Met2 routing:
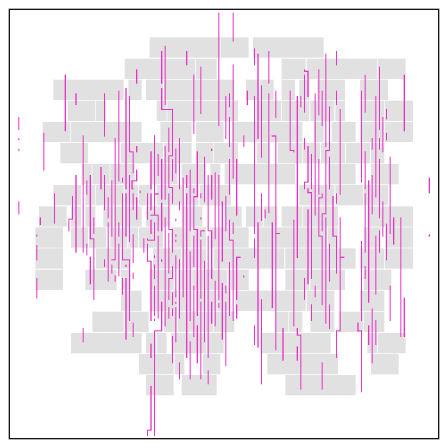
Port wiring:
Bar = 20 microns.
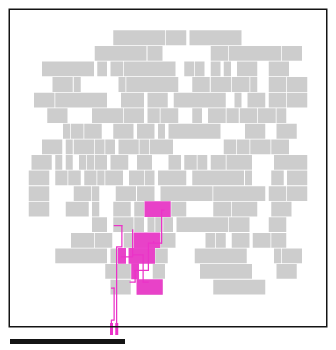
Sequential cells grouped by signal name:
Other sequential cells in the stronger grey, the rest of the logic in the fainter grey.
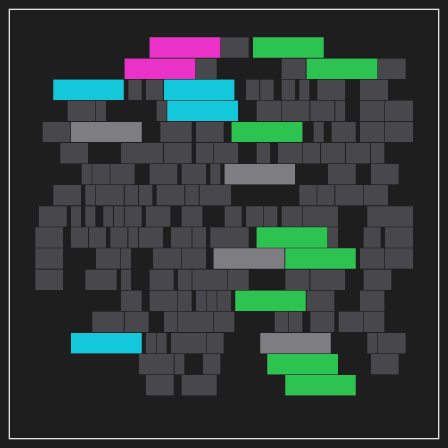
Signal wires on met1:
Supply wires on this layer in grey.
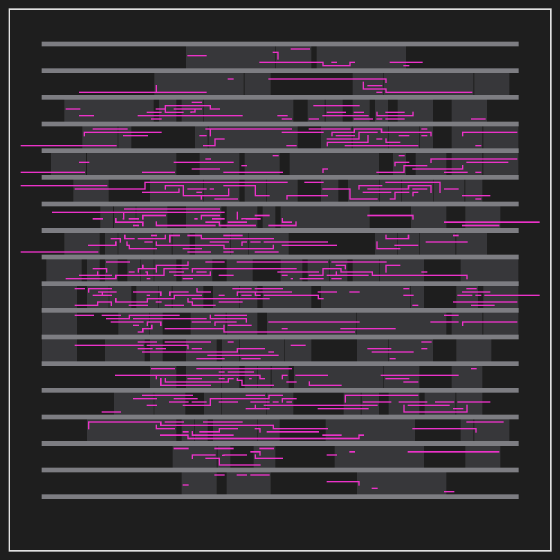
===== config.mk =====
export PLATFORM = sky130hd
export DESIGN_NAME = onehot_scanner
export DESIGN_NICKNAME = d
export VERILOG_FILES = /design/src/rtl/onehot_scanner_pkg.sv /design/src/rtl/onehot_scanner_prescaler.sv /design/src/rtl/onehot_scanner.sv
export SDC_FILE = /design/constraint.sdc
export NUM_CORES = 1
export LEC_CHECK = 0
export CAP_MARGIN = 0
export CORE_MARGIN = 3
export CORE_UTILIZATION = 50
export DETAILED_ROUTE_END_ITERATION = 16
export HOLD_SLACK_MARGIN = 0.12
export PLACE_DENSITY = 0.82
export SKIP_LAST_GASP = 1
export SYNTH_ARGS = -nofsm -noshare
export SYNTH_HDL_FRONTEND = slang
export SYNTH_HIERARCHICAL = 1
export SYNTH_SLANG_ARGS = --single-unit
export TNS_END_PERCENT = 50

===== constraint.sdc =====
create_clock -name clk -period 2.9 [get_ports clk]
set_clock_uncertainty 0.15 [all_clocks]
set_input_delay 0.29 -clock clk [delete_from_list [all_inputs] [get_ports clk]]
set_output_delay 0.29 -clock clk [all_outputs]
set_load 0.01 [all_outputs]

===== src/rtl/onehot_scanner_pkg.sv =====
// Shared definitions for the one-hot position scanner.
//   mode_e    : sweep mode encodings as seen on the 2-bit mode port
//   state_e   : scanner state (IDLE = all-zero output, RUN = one bit set)
//   clamp_pos : saturates a requested load position to the last valid index
package onehot_scanner_pkg;

  typedef enum logic [1:0] {
    MODE_WRAP    = 2'b00,
    MODE_BOUNCE  = 2'b01,
    MODE_ONESHOT = 2'b10,
    MODE_HOLD    = 2'b11
  } mode_e;

  typedef enum logic {
    ST_IDLE = 1'b0,
    ST_RUN  = 1'b1
  } state_e;

  // Positions at or beyond the vector width land on the last bit.
  function automatic int unsigned clamp_pos(input int unsigned p, input int unsigned width);
    return (p >= width) ? (width - 1) : p;
  endfunction

endpackage


===== src/rtl/onehot_scanner_prescaler.sv =====
// tick_prescaler: divides enabled cycles down to a single-cycle tick.
//   clk, rst : clock and asynchronous active-low reset
//   en       : counter advances only while high
//   clr      : synchronous counter clear (used on load)
//   div      : tick every div+1 enabled cycles
//   tick_c   : combinational tick, high in the cycle the count matches div
module tick_prescaler #(
  parameter int unsigned DIV_W = 8
) (
  input  logic             clk,
  input  logic             rst,
  input  logic             en,
  input  logic             clr,
  input  logic [DIV_W-1:0] div,
  output logic             tick_c
);

  logic [DIV_W-1:0] cnt;

  // Compared against the live div value so rate changes apply immediately.
  assign tick_c = en && (cnt == div);

  // If div drops below cnt the counter runs on through its natural wrap.
  always_ff @(posedge clk or negedge rst) begin
    if (!rst) begin
      cnt <= '0;
    end else if (clr || tick_c) begin
      cnt <= '0;
    end else if (en) begin
      cnt <= cnt + DIV_W'(1);
    end
  end

endmodule


===== src/rtl/onehot_scanner.sv =====
// onehot_scanner: a single active bit walks across WIDTH outputs, one place per
// prescaled tick, in WRAP, BOUNCE, ONESHOT or HOLD mode.
//   clk, rst : clock and asynchronous active-low reset
//   en       : prescaler enable (0 freezes count and output)
//   dir      : 1 = toward MSB, 0 = toward LSB
//   mode     : 00 WRAP, 01 BOUNCE, 10 ONESHOT, 11 HOLD
//   div      : tick every div+1 enabled cycles
//   load     : synchronous load of load_pos (clamped to WIDTH-1)
//   out      : one-hot position, all-zero when idle
//   pos      : binary index of the active bit (0 when idle)
//   step     : pulse in the cycle out advances
//   wrap     : pulse in the cycle a sweep end is handled
// Build option SCANNER_BLANK_EN: a WRAP end-tick blanks out for one tick
// period before the start bit reappears (sweep period WIDTH+1 ticks).
module onehot_scanner
  import onehot_scanner_pkg::*;
#(
  parameter int unsigned WIDTH = 4,
  parameter int unsigned DIV_W = 8
) (
  input  logic                     clk,
  input  logic                     rst,
  input  logic                     en,
  input  logic                     dir,
  input  logic [1:0]               mode,
  input  logic [DIV_W-1:0]         div,
  input  logic                     load,
  input  logic [$clog2(WIDTH)-1:0] load_pos,
  output logic [WIDTH-1:0]         out,
  output logic [$clog2(WIDTH)-1:0] pos,
  output logic                     step,
  output logic                     wrap
);

  localparam int unsigned POS_W = $clog2(WIDTH);
  localparam logic [WIDTH-1:0] LSB_BIT = WIDTH'(1);
  localparam logic [WIDTH-1:0] MSB_BIT = LSB_BIT << (WIDTH - 1);

  state_e           state_q;
  state_e           state_d;
  logic             dir_q;
  logic             dir_d;
  logic [WIDTH-1:0] out_d;
  logic [POS_W-1:0] pos_d;
  logic             step_d;
  logic             wrap_d;
  logic             tick_c;
  logic             at_end_c;
  logic [POS_W-1:0] load_idx_c;
  mode_e            mode_c;

  tick_prescaler #(
    .DIV_W (DIV_W)
  ) u_prescaler (
    .clk    (clk),
    .rst    (rst),
    .en     (en),
    .clr    (load),
    .div    (div),
    .tick_c (tick_c)
  );

  assign mode_c     = mode_e'(mode);
  assign load_idx_c = POS_W'(clamp_pos(32'(load_pos), WIDTH));
  // End of sweep depends on the latched direction, not the live dir input.
  assign at_end_c   = dir_q ? out[WIDTH-1] : out[0];

  // State register.
  always_ff @(posedge clk or negedge rst) begin
    if (!rst) begin
      state_q <= ST_IDLE;
    end else begin
      state_q <= state_d;
    end
  end

  // Next state, next output vector and event pulses; load beats tick.
  always_comb begin
    state_d = state_q;
    out_d   = out;
    dir_d   = dir_q;
    step_d  = 1'b0;
    wrap_d  = 1'b0;

    if (load) begin
      out_d   = LSB_BIT << load_idx_c;
      dir_d   = dir;
      state_d = ST_RUN;
    end else if (tick_c && (mode_c != MODE_HOLD)) begin
      case (state_q)
        ST_IDLE: begin
          // ONESHOT stays parked until an explicit load.
          if (mode_c != MODE_ONESHOT) begin
            out_d   = dir ? LSB_BIT : MSB_BIT;
            dir_d   = dir;
            state_d = ST_RUN;
            step_d  = 1'b1;
          end
        end
        ST_RUN: begin
          step_d = 1'b1;
          // BOUNCE owns its direction; other modes pick up dir for the next tick.
          if (mode_c != MODE_BOUNCE) begin
            dir_d = dir;
          end
          if (!at_end_c) begin
            out_d = dir_q ? (out << 1) : (out >> 1);
          end else begin
            wrap_d = 1'b1;
            case (mode_c)
              MODE_BOUNCE: begin
                dir_d = ~dir_q;
                out_d = dir_q ? (out >> 1) : (out << 1);
              end
              MODE_ONESHOT: begin
                out_d   = '0;
                state_d = ST_IDLE;
              end
              MODE_WRAP: begin
`ifdef SCANNER_BLANK_EN
                out_d   = '0;
                state_d = ST_IDLE;
`else
                out_d   = dir_q ? LSB_BIT : MSB_BIT;
`endif
              end
              default: begin
              end
            endcase
          end
        end
        default: begin
        end
      endcase
    end
  end

  // One-hot to binary encoder on the next output vector.
  always_comb begin
    pos_d = '0;
    for (int unsigned i = 0; i < WIDTH; i++) begin
      if (out_d[i]) begin
        pos_d = POS_W'(i);
      end
    end
  end

  // Output and direction registers.
  always_ff @(posedge clk or negedge rst) begin
    if (!rst) begin
      out   <= '0;
      pos   <= '0;
      step  <= 1'b0;
      wrap  <= 1'b0;
      dir_q <= 1'b0;
    end else begin
      out   <= out_d;
      pos   <= pos_d;
      step  <= step_d;
      wrap  <= wrap_d;
      dir_q <= dir_d;
    end
  end

endmodule


==> impl_metrics.csv <==
group,metric,value,unit
power_and_ir_drop,p_per_area,364,nW/um^2
clock_network,cts.sinks,18,
logic_synthesis,synth-seq-cells,18,
timing,tightest_slew,0.797,ns
floorplanning,die_h,55.2,microns
floorplanning,fp-row-count,17,
global_routing,grt.overflow.total,0,
placed_design,io_buffers,24,
global_routing,first_global_vias,1045,
logic_synthesis,top_cells_by_count,"18 x dfrtp_1, 11 x xnor2_1, 8 x nand2_1",
outcome,outcome,"finished clean",
setup_path,crit_required,2.93,ns
hold_path,min_path_type,"in -> async",
clock_network,cts_tree,"done",
logic_synthesis,synth.area.top_cells,"dfrtp_1 37%, xnor2_1 8.0%, ha_1 6.2%",
detailed_routing,drt-vias-per-instance,5.89,
clock_network,h-tree-depth,1,
power_and_ir_drop,p_total,0.552,mW
logic_synthesis,syn_avg_cell_area,9.83,sq um
power_and_ir_drop,combPwrFrac,21.4,%
floorplanning,io_pins,25,
logic_synthesis,ys_cells,123,
power_and_ir_drop,ir_drop,0.304,mV
detailed_routing,drt_iter0_markers,28,
clock_network,cts.clk_slew.worst_paths,0.10,ns
timing,grt_setup_unrepaired,"false",
detailed_routing,detail-route-antenna-nets,0,
power_and_ir_drop,p_switching,0.147,mW
final_layout,n_antenna_cell,0,
power_and_ir_drop,clock_power_share,27.7,%
timing,finalCritPeriodShare,80.0,%
logic_synthesis,top_cell_area_share,37.3,%
floorplanning,die_x,55.2,microns
power_and_ir_drop,intPower,0.405,mW
timing,fin_setup_tns,0,ns
power_and_ir_drop,pwr-share-seq,50.9,%
logic_synthesis,ys_types,41,
placed_design,place_inst,174,
timing,setup_violations,0,
setup_path,cp-start-kind,"flip-flop",
floorplanning,core,2250,sq um
setup_path,reg2reg_from,"u_prescaler/cnt[3]$_DFFE_PN0P_",
floorplanning,dieArea,3040,sq um
setup_path,crit_type,"reg -> reg",
timing,setup_ws,0.579,ns
timing,finalCriticalPeriod,2.32,ns
logic_synthesis,async_reset_ff_share,100,%
logic_synthesis,yosys.area.top_type,"dfrtp_1",
floorplanning,fp-utilization,53.6,%
timing,max_freq,0.431,GHz
global_routing,grt_pass1_wl,4370,microns
logic_synthesis,edf_count,0,
global_routing,grt_usage,20.6,%
setup_path,cp_max_fo,5,
clock_network,cts_made_buffers,3,
detailed_routing,drc,0,
flow_run,max_cap_violations,0,
final_layout,stdcell_count,178,
detailed_routing,dr.pass1.iters,4,
final_layout,syn2layout_area_growth,25.4,%
clock_network,holdBufCountCts,0,
logic_synthesis,mappedNetlistArea,1210,sq um
clock_network,post_cts_buffers,0,
clock_network,worstSkewPairLatency,0.29,ns
setup_path,r2r_setup_slack,0.58,ns
clock_network,cts_root_buf,"clkbuf_4",
power_and_ir_drop,p_sw_share,26.6,%
setup_path,r2r-end,"pos[1]$_DFF_PN0_",
logic_synthesis,ys_seq_share,37.3,%
setup_path,crit_arrival,2.35,ns
About 'met2 routing':
nets with wire on the layer: 149
main direction: vertical
share of all routed wire: 49%
met2 usage: 37.2%
final WL: 2740 microns
Vias: 1049

About 'port wiring':
[mode] magenta | bits: 2 | direction: input | end cells: 6 | buffers: 2 | wire: 60.0 microns

About 'sequential cells grouped by signal name':
[out] cyan | placed flops: 4
[pos] magenta | placed flops: 2
[u_prescaler/cnt] green | placed flops: 8

About 'signal wires on met1':
longest straight run: 17.5 microns
share of all routed wire: 41%
wire length on this layer: 1130 microns
nets with wire on the layer: 150
GR met1 Demand/Resource: 23.0%

-- registers in the layout, indices dropped and copies added (netlist names), named ones only --
name,cells
state_q,1
u_prescaler/cnt,8
pos,2
out,4
step,1
wrap,1
-- layer usage --
| layer | part of all wire [%] | up-vias | global-route usage, % | wire (microns) |
|---|---|---|---|---|
| met5 | 0 | - | 0 | 0 |
| met4 | 2.4 | 0 | 10.5 | 67 |
| met3 | 7.5 | 12 | 3.49 | 205 |
| met2 | 49 | 61 | 37.2 | 1340 |
| met1 | 41 | 480 | 23.0 | 1130 |
| li1 | - | 496 | - | - |
-- critical path, stage by stage (launching register included) --
cell and delay (ns):
dfrtp_1 0.45, xnor2_1 0.18, nand4_1 0.17, nor3_4 0.20
nor2b_1 0.28, a21oi_1 0.20, a221o_1 0.43, nand2b_1 0.15
-- cells by family (layout without fill, tap and decap cells) --
kind of cell | count (synthesis) | count (layout) | share of synthesized area [%]
compound gates | 22 | 22 | 13.1
xor+xnor | 15 | 15 | 10.9
fa+ha+maj | 6 | 6 | 6.21
buf+inv | 10 | 37 | 3.83
flops | 18 | 18 | 37.3
mux | 6 | 6 | 5.69
simple gates | 46 | 46 | 23.0
-- power by group through the flow --
stage          registers [mW]  clock network (mW)  logic (mW)
2_1_floorplan           0.281                   0      0.0652
3_3_place_gp            0.284                   0       0.115
3_5_place_dp            0.285                   0       0.118
4_1_cts                 0.280               0.156       0.119
5_1_grt                 0.283               0.169       0.129
6_report                0.281               0.153       0.118
-- per-stage QoR --
stage	util, %	hold slack (ns)	instance area [sq um]
finish	67.2	0.300	1520
global route	67.2	0.354	1520
CTS	67.2	0.326	1520
detailed placement	65.6	0.446	1480
global placement	65.6	0.426	1480
floorplan	-	-0.156	1210
-- worst max path at each step --
stage	from	end	slack, ns	cells after the start
finish	u_prescaler/cnt[3]$_DFFE_PN0P_	pos[1]$_DFF_PN0_	0.58	7
global route	u_prescaler/cnt[3]$_DFFE_PN0P_	pos[1]$_DFF_PN0_	0.45	7
CTS	u_prescaler/cnt[2]$_DFFE_PN0P_	pos[1]$_DFF_PN0_	0.58	7
detailed placement	div[2]	pos[1]$_DFF_PN0_	0.31	8
global placement	div[7]	pos[1]$_DFF_PN0_	0.37	8
floorplan	u_prescaler/cnt[2]$_DFFE_PN0P_	out[0]$_DFFE_PN0P_	0.63	7
-- cell usage in the layout (no fill, tap or decap), drive strengths merged --
master	n
and3b	1
o22a	1
a41oi	2
a21o	1
or3	1
o21ai	2
nand3b	1
o221ai	1
nand4bb	1
nand2b	5
xor2	4
nor2b	2
o41ai	1
nand3	1
xnor2	11
nor2	7
buf	2
a31oi	1
nand4b	1
nand4	4
a21oi	7
and3	3
a221oi	1
nand2	8
a221o	3
mux2	4
dfrtp	18
clkbuf	4
or3b	1
mux2i	2
inv	7
o211ai	1
nor3	10
ha	6
o311a	1
clkdlybuf4s50	24
-- final cells by class --
cell class                      count  area, sq um
Inverter                            7         26.3
Multi-Input combinational cell     95          712
Timing Repair Buffer               26          255
Tap cell                           28         35.0
Clock buffer                        4         36.3
Fill cell                         179          739
Sequential cell                    18          450
Power and IR drop assume default switching activity.
